$ cat config.mk
export PLATFORM = sky130hd
export DESIGN_NAME = conv_scheduler
export DESIGN_NICKNAME = d
export VERILOG_FILES = /design/src/rtl/conv_scheduler.sv
export SDC_FILE = /design/constraint.sdc
export NUM_CORES = 1
export LEC_CHECK = 0
export ABC_CLOCK_PERIOD_IN_PS = 4120
export CORE_ASPECT_RATIO = 0.7
export CORE_MARGIN = 2
export CORE_UTILIZATION = 48
export CTS_CLUSTER_DIAMETER = 30
export CTS_CLUSTER_SIZE = 25
export DETAILED_ROUTE_END_ITERATION = 10
export PLACE_DENSITY_LB_ADDON = 0.3
export SLEW_MARGIN = 5
export SYNTH_ARGS = -nofsm -noshare
export SYNTH_HDL_FRONTEND = slang
export SYNTH_SLANG_ARGS = --single-unit
$ cat constraint.sdc
create_clock -name clk -period 4.12 [get_ports clk]
set_input_delay 1.236 -clock clk [delete_from_list [all_inputs] [get_ports clk]]
set_output_delay 1.236 -clock clk [all_outputs]
set_load 0.1 [all_outputs]
$ cat src/rtl/conv_scheduler.sv
// Per-filter sequencer for the convolution engine: fetch kernel, clear and run the engine, hand off the map.
// Optional RUN watchdog (err output) is built only when CONV_SCHED_TIMEOUT_EN is defined.
module conv_scheduler #(
  parameter int NUM_FILTERS    = 4,
  parameter int KERNEL_SIZE    = 3,
  parameter int DATA_WIDTH     = 8,
  parameter int WADDR_WIDTH    = $clog2(NUM_FILTERS * KERNEL_SIZE * KERNEL_SIZE),
  parameter int TIMEOUT_CYCLES = 1024
) (
  input  logic                         clk,
  input  logic                         reset,
  input  logic                         start,
  output logic                         busy,
  output logic                         done,
  output logic                         err,
  output logic                         w_rd_en,
  output logic [WADDR_WIDTH-1:0]       w_rd_addr,
  input  logic signed [DATA_WIDTH-1:0] w_rd_data,
  output logic signed [DATA_WIDTH-1:0] weights [KERNEL_SIZE][KERNEL_SIZE],
  output logic                         conv_clear,
  output logic                         conv_en,
  input  logic                         conv_done,
  output logic                         ofmap_valid,
  input  logic                         ofmap_ready,
  output logic [(NUM_FILTERS > 1 ? $clog2(NUM_FILTERS) : 1)-1:0] ofmap_filter
);

  localparam int K2 = KERNEL_SIZE * KERNEL_SIZE;
  localparam int KW = $clog2(K2 + 1);
  localparam int FW = (NUM_FILTERS > 1) ? $clog2(NUM_FILTERS) : 1;

  localparam logic [KW-1:0]          K_LAST = KW'(K2);
  localparam logic [FW-1:0]          F_LAST = FW'(NUM_FILTERS - 1);
  localparam logic [WADDR_WIDTH-1:0] K2_A   = WADDR_WIDTH'(K2);

  typedef enum logic [2:0] {
    S_IDLE,
    S_LOAD,
    S_CLEAR,
    S_RUN,
    S_OUT,
    S_DONE
  } state_t;

  state_t state;
  state_t state_nxt;

  logic [FW-1:0] filt;
  logic [KW-1:0] kidx;
  logic          run_expired;

  logic          rd_vld_p0;
  logic          cap_vld_p1;
  logic [KW-1:0] cap_idx_p1;

  always_ff @(posedge clk or posedge reset) begin
    if (reset) begin
      state <= S_IDLE;
    end else begin
      state <= state_nxt;
    end
  end

  always_comb begin
    state_nxt = state;
    case (state)
      S_IDLE: begin
        if (start) state_nxt = S_LOAD;
      end
      S_LOAD: begin
        if (kidx == K_LAST) state_nxt = S_CLEAR;
      end
      S_CLEAR: begin
        state_nxt = S_RUN;
      end
      S_RUN: begin
        if (conv_done) begin
          state_nxt = S_OUT;
        end else if (run_expired) begin
          state_nxt = S_IDLE;
        end
      end
      S_OUT: begin
        if (ofmap_ready) state_nxt = (filt == F_LAST) ? S_DONE : S_LOAD;
      end
      S_DONE: begin
        state_nxt = S_IDLE;
      end
      default: begin
        state_nxt = S_IDLE;
      end
    endcase
  end

  // kidx walks 0..K2 across LOAD: reads on 0..K2-1, final capture on K2.
  always_ff @(posedge clk or posedge reset) begin
    if (reset) begin
      filt <= '0;
      kidx <= '0;
    end else begin
      case (state)
        S_IDLE: begin
          if (start) begin
            filt <= '0;
            kidx <= '0;
          end
        end
        S_LOAD: begin
          kidx <= (kidx == K_LAST) ? '0 : kidx + KW'(1);
        end
        S_OUT: begin
          if (ofmap_ready && (filt != F_LAST)) filt <= filt + FW'(1);
        end
        default: ;
      endcase
    end
  end

  // Stage p0: read issue; address = f*K2 + k, unsigned at WADDR_WIDTH.
  assign rd_vld_p0 = (state == S_LOAD) && (kidx != K_LAST);
  assign w_rd_en   = rd_vld_p0;
  assign w_rd_addr = rd_vld_p0 ? (WADDR_WIDTH'(filt) * K2_A + WADDR_WIDTH'(kidx)) : '0;

  always_ff @(posedge clk or posedge reset) begin
    if (reset) begin
      cap_vld_p1 <= 1'b0;
    end else begin
      cap_vld_p1 <= rd_vld_p0;
    end
  end

  always_ff @(posedge clk) begin
    cap_idx_p1 <= kidx;
  end

  // Stage p1: memory data is valid one cycle after the read; store row-major.
  always_ff @(posedge clk or posedge reset) begin
    if (reset) begin
      for (int r = 0; r < KERNEL_SIZE; r++) begin
        for (int c = 0; c < KERNEL_SIZE; c++) begin
          weights[r][c] <= '0;
        end
      end
    end else if (cap_vld_p1) begin
      for (int r = 0; r < KERNEL_SIZE; r++) begin
        for (int c = 0; c < KERNEL_SIZE; c++) begin
          if (cap_idx_p1 == KW'(r * KERNEL_SIZE + c)) weights[r][c] <= w_rd_data;
        end
      end
    end
  end

  assign busy         = (state != S_IDLE);
  assign done         = (state == S_DONE);
  assign conv_clear   = (state == S_CLEAR);
  assign conv_en      = (state == S_RUN);
  assign ofmap_valid  = (state == S_OUT);
  assign ofmap_filter = filt;

`ifdef CONV_SCHED_TIMEOUT_EN
  localparam int TW = (TIMEOUT_CYCLES > 1) ? $clog2(TIMEOUT_CYCLES) : 1;

  logic [TW-1:0] run_cnt;

  // Counter idles at zero so every RUN entry starts a fresh count.
  always_ff @(posedge clk or posedge reset) begin
    if (reset) begin
      run_cnt <= '0;
      err     <= 1'b0;
    end else begin
      run_cnt <= (state == S_RUN) ? run_cnt + TW'(1) : '0;
      if ((state == S_RUN) && !conv_done && run_expired) begin
        err <= 1'b1;
      end else if ((state == S_IDLE) && start) begin
        err <= 1'b0;
      end
    end
  end

  assign run_expired = (run_cnt == TW'(TIMEOUT_CYCLES - 1));
`else
  logic unused_timeout;

  assign run_expired    = 1'b0;
  assign err            = 1'b0;
  assign unused_timeout = (TIMEOUT_CYCLES > 0);
`endif

endmodule

==> images/registers.png <==
The bar under the picture is 20 um long. Other sequential cells in the stronger gray, the rest of the logic in the fainter gray.
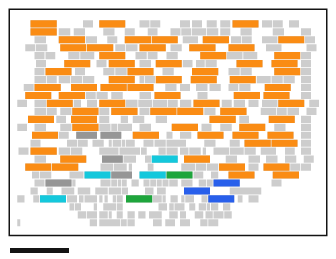
- `ofmap_filter`: green (flops 2)
- `weights`: orange (flops 72)
- `kidx`: cyan (flops 4)
- `state`: blue (flops 3)
- not colored: 5

==> images/metal_stack.png <==
Two of the layers only.
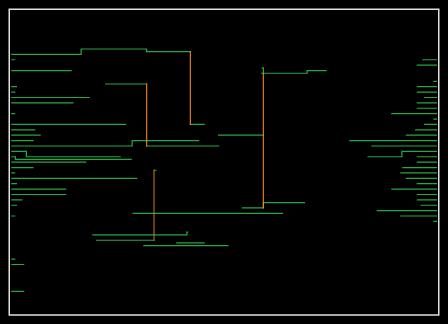
- met3: green (wire length 739 um)
- met4: orange (wire length 85.7 um)

==> summary.txt <==
run metrics: Ys Warns=0, FF+latch count=86, Tapcells=98, Largest Register=weights, Util after Layout=0.670, # Cells Yosys=between 200 and 250, Final TNS setup=0 ps, post-route minimum period=3560 ps, crit start category=register, Slowest cell on crit path=dfrtp_1, post-CTS setup buffer count=0, Post-synth top cells=82 x dfrtp_1, 65 x mux2_2, 9 x ha_1, 9 x inv_1, 8 x mux2_4, Yosys top cell by instances=dfrtp_1, R2R cell count=3, syn nets=269, clk slew on worst S/H paths=80 ps, OpenROAD warning count=27, Finished Cell Area=4900 um2, clock buffer depth=2, GRT busiest layer=met1, Port Buffers=98, P&R area growth vs syn=34.9%, post-synth top area cell=dfrtp_1, I/O pins=about 100, flop share of the area=0.435, Comb area share=0.294, RSZ-0062 raised after global routing=no, Clock buffer cells=10, r2r endpoint=weights[44], fraction of the mapped netlist area in simple logic gates=0.0736, Top class by area=flip-flops and latches, H-tree depth=3, vias per cell=5.16, total track usage=0.205, final hold violation count=0, layout cells sized above 1=0.325, clk latency late pin=360 ps, hold_sp=kidx[1], Top cell excl fill/tap=clkdlybuf4s50_1, grt total ovfl=0, logic area=1440 um2, Regs by FF count=weights (72), cap_idx_p1 (4), kidx (4), ant diodes=0, Worst Hold Path EP=cap_idx_p1[1], Final nets=372, status=finished clean, Max Fclk=281 MHz, most frequent cells in the layout=87 x clkdlybuf4s50_1, 82 x dfrtp_1, 65 x mux2_2, Non-clk invs=9, top layer used by detailed routing=met4, Slew Limit Fails=0, Crit path required time=roughly 2900 ps, First-pass DRT Iterations=4, yosys aoi share=0.0372
